--- src/rtl/prog_loader.sv ---
// Boot-time program loader: assembles header/word/checksum byte stream into
// 32-bit program memory writes and enables the core only after a verified load.
//
// state | meaning
// IDLE  | after reset, waiting for start
// HDR   | accepting the word-count byte
// DATA  | accepting 4N little-endian instruction bytes
// CSUM  | accepting the checksum byte and deciding RUN/ERR
// RUN   | verified program, core enabled
// ERR   | checksum mismatch, core held off
module prog_loader #(
  parameter int ADDR_W = 8
) (
  input  logic              clk,
  input  logic              rst,
  input  logic              start,
  input  logic [7:0]        rx_data,
  input  logic              rx_valid,
  output logic              rx_ready,
  output logic              mem_we,
  output logic [ADDR_W-1:0] mem_addr,
  output logic [31:0]       mem_din,
  output logic              cpu_run,
  output logic              busy,
  output logic              done,
  output logic              err
);

  typedef enum logic [2:0] {
    IDLE = 3'd0,
    HDR  = 3'd1,
    DATA = 3'd2,
    CSUM = 3'd3,
    RUN  = 3'd4,
    ERR  = 3'd5
  } state_t;

  state_t            state;
  logic [1:0]        lane;
  logic [8:0]        words_rem;
  logic [ADDR_W-1:0] word_idx;
  logic [7:0]        csum;
  logic [23:0]       data_buf;

  logic xfer;
  assign xfer = rx_valid && rx_ready;

  always_ff @(posedge clk or posedge rst) begin
    if (rst) begin
      state     <= IDLE;
      lane      <= 2'd0;
      words_rem <= 9'd0;
      word_idx  <= '0;
      csum      <= 8'd0;
      data_buf  <= 24'd0;
      rx_ready  <= 1'b0;
      mem_we    <= 1'b0;
      mem_addr  <= '0;
      mem_din   <= 32'd0;
      cpu_run   <= 1'b0;
      busy      <= 1'b0;
      done      <= 1'b0;
      err       <= 1'b0;
    end else begin
      mem_we <= 1'b0;
      done   <= 1'b0;
      case (state)
        IDLE, RUN, ERR: begin
          if (start) begin
            state    <= HDR;
            rx_ready <= 1'b1;
            busy     <= 1'b1;
            cpu_run  <= 1'b0;
            err      <= 1'b0;
            word_idx <= '0;
            csum     <= 8'd0;
            lane     <= 2'd0;
          end
        end
        HDR: begin
          if (xfer) begin
            words_rem <= (rx_data == 8'd0) ? 9'd256 : {1'b0, rx_data};
            lane      <= 2'd0;
            state     <= DATA;
          end
        end
        DATA: begin
          if (xfer) begin
            csum <= csum ^ rx_data;
            lane <= lane + 2'd1;
            // Bytes shift in from the top so the first byte ends up in [7:0].
            if (lane == 2'd3) begin
              mem_we    <= 1'b1;
              mem_din   <= {rx_data, data_buf};
              mem_addr  <= word_idx;
              word_idx  <= word_idx + 1'b1;
              words_rem <= words_rem - 9'd1;
              if (words_rem == 9'd1)
                state <= CSUM;
            end else begin
              data_buf <= {rx_data, data_buf[23:8]};
            end
          end
        end
        CSUM: begin
          if (xfer) begin
            rx_ready <= 1'b0;
            busy     <= 1'b0;
            done     <= 1'b1;
            if (rx_data == csum) begin
              state   <= RUN;
              cpu_run <= 1'b1;
            end else begin
              state <= ERR;
              err   <= 1'b1;
            end
          end
        end
        default: begin
          state    <= IDLE;
          rx_ready <= 1'b0;
          busy     <= 1'b0;
        end
      endcase
    end
  end

endmodule

--- config.mk ---
export PLATFORM = sky130hd
export DESIGN_NAME = prog_loader
export DESIGN_NICKNAME = d
export VERILOG_FILES = /design/src/rtl/prog_loader.sv
export SDC_FILE = /design/constraint.sdc
export NUM_CORES = 1
export LEC_CHECK = 0
export ABC_AREA = 1
export CAP_MARGIN = 40
export CORE_AREA = 2 2 90 109
export DETAILED_ROUTE_END_ITERATION = 8
export DIE_AREA = 0 0 92 111
export PLACE_DENSITY = 0.72
export SLEW_MARGIN = 20
export SYNTH_ARGS = -nofsm -noshare
export SYNTH_HDL_FRONTEND = slang
export SYNTH_SLANG_ARGS = --single-unit
--- constraint.sdc ---
create_clock -name clk -period 3.2 [get_ports clk]
set_input_delay 0.64 -clock clk [delete_from_list [all_inputs] [get_ports clk]]
set_output_delay 0.64 -clock clk [all_outputs]
set_load 0.005 [all_outputs]
**Congestion heat map**

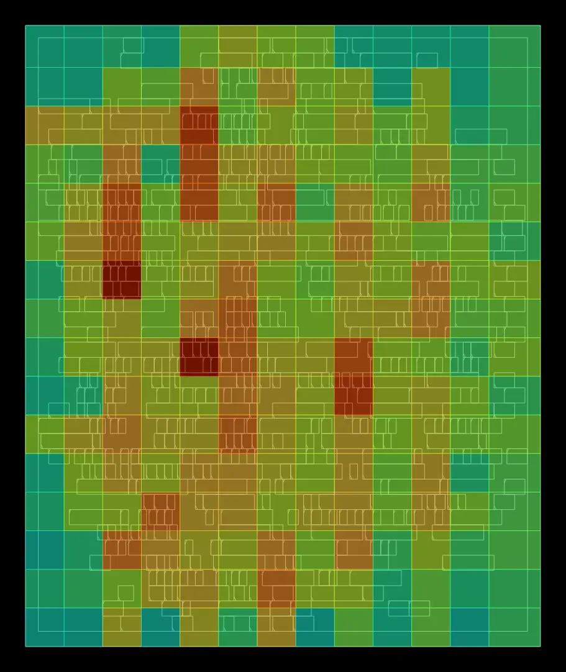
met1 Use GR: 24.6%
met2 usage: 30.3%
global route hottest layer: met2
met3 usage: 4.55%
fin util: 59.2%

**Register map, names as in the netlist**

Scale bar: 20 um.
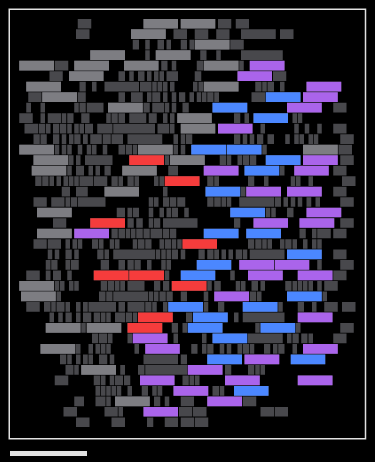
Key: mem_din = purple [sequential cells 32]; data_buf = blue [sequential cells 24]; words_rem = red [sequential cells 9]
power of the sequential group: 1670 uW
Seq/total area: 45.1%
register area: 0.00248 mm2

**Placement by cell class**

Scale bar: 20 um. Fill, decap, tap and diode cells in grey.
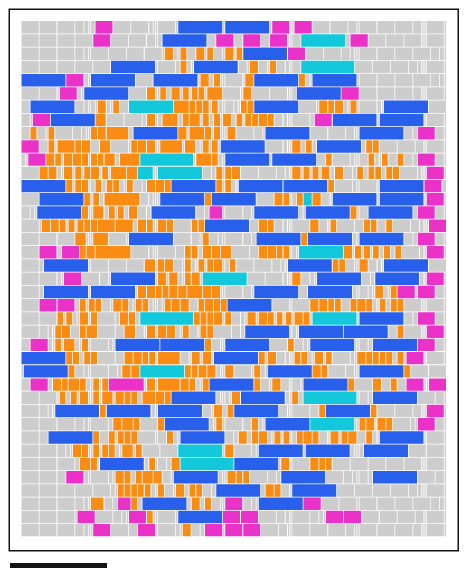
Key: clock drivers and dummy loads = cyan [cells 16, share of their area 7.3%]; registers = blue [cells 99, share of their area 46%]; remaining buffers and delay cells = magenta [cells 60, share of their area 11%]; remaining logic cells = orange [cells 405, share of their area 35%]
Std-Cell Rows: 39
cell area after layout: 0.00549 mm2

==> ci_impl_report.md <==
## Implementation flow summary

| Metric | Value |
|---|---|
| Status | `complete, no violations` |
| Hold depth | `2` |
| Arrival time worst endpoint | `2.29 ns` |
| Final Skew | `a little under 0.004 ns` |
| H-tree depth | `3` |
| RSZ-0062 raised after global routing | `no` |
| Cts hold-fix bufs | `0` |
| TritonCTS clock tree | `done` |
| Antenna-violating nets left | `0` |
| Yosys cell count | `approximately 520` |
| R2R setup slack | `between 1 and 1.5 ns` |
| Commonest cells in the netlist | `nand2_1, dfrtp_1, inv_1` |
| Period minus WS final | `slightly above 2 ns` |
| Synth flops | `99` |
| Clock network power | `1380 uW` |
| Simple share | `between 20% and 30%` |
| Clock Sink Count | `around 99` |
| Final WL | `between 8 and 9 mm` |
| Hold WC Path Type | `register to register` |
| Die y size | `between 100 and 150 um` |
| Placed Area | `about 0.005 mm2` |
| PD cells | `about 760 mW/mm2` |
| Top cells, area | `dfrtp_1, nand2_1, o21ai_1` |
| FF-to-FF Start | `state[2]` |
| Tool warnings | `27` |
| Slowest-stage cell, CP | `a21oi_2` |
| Final Power | `roughly 4200 uW` |
| Hold WS | `around 0.47 ns` |
| Filler cells | `822` |
| Dpl cells | `687` |
| Most common reg cell | `dfrtp_1` |
| Setup crit start kind | `register` |
| Sw Ratio | `between 30% and 40%` |
| Worst Setup SP | `state[2]` |
| GRT Overall Usage | `18.7%` |
| Post-synthesis cell count | `522` |
| WL met1 | `4.00 mm` |
| Top Layout Cells | `nand2_1, dfrtp_1, inv_1` |
| Hold Path End | `mem_din[3]` |
| Gate power share | `27.0%` |
| Synth top cell by count | `nand2_1` |
cells by family (layout without fill, tap and decap cells):
kind of cell               count (synthesis)  after routing
buffers and inverters                     86            144
and+or+nand+nor                          222            222
AOI/OAI and AO/OA                        105            105
adders and majority gates                  4              4
DFF                                       99             99
xor gates and xnor gates                   6              6
state kept, by name, indices dropped and copies added, names as in the netlist:
register,count
busy,1
cpu_run,1
csum,8
data_buf,24
done,1
err,1
lane,2
mem_addr,8
mem_din,32
mem_we,1
state,3
word_idx,8
words_rem,9
cell type report:
class                           count  area [um2]  share of cell area (%)
Inverter                           68         263                    4.79
Multi-Input combinational cell    337        1600                    29.2
Sequential cell                    99        2480                    45.1
Timing Repair Buffer               60         606                    11.0
Clock buffer                        9         225                    4.10
Clock inverter                      7         164                    2.99
Tap cell                          123         154                    2.80
Power and IR drop assume default switching activity.
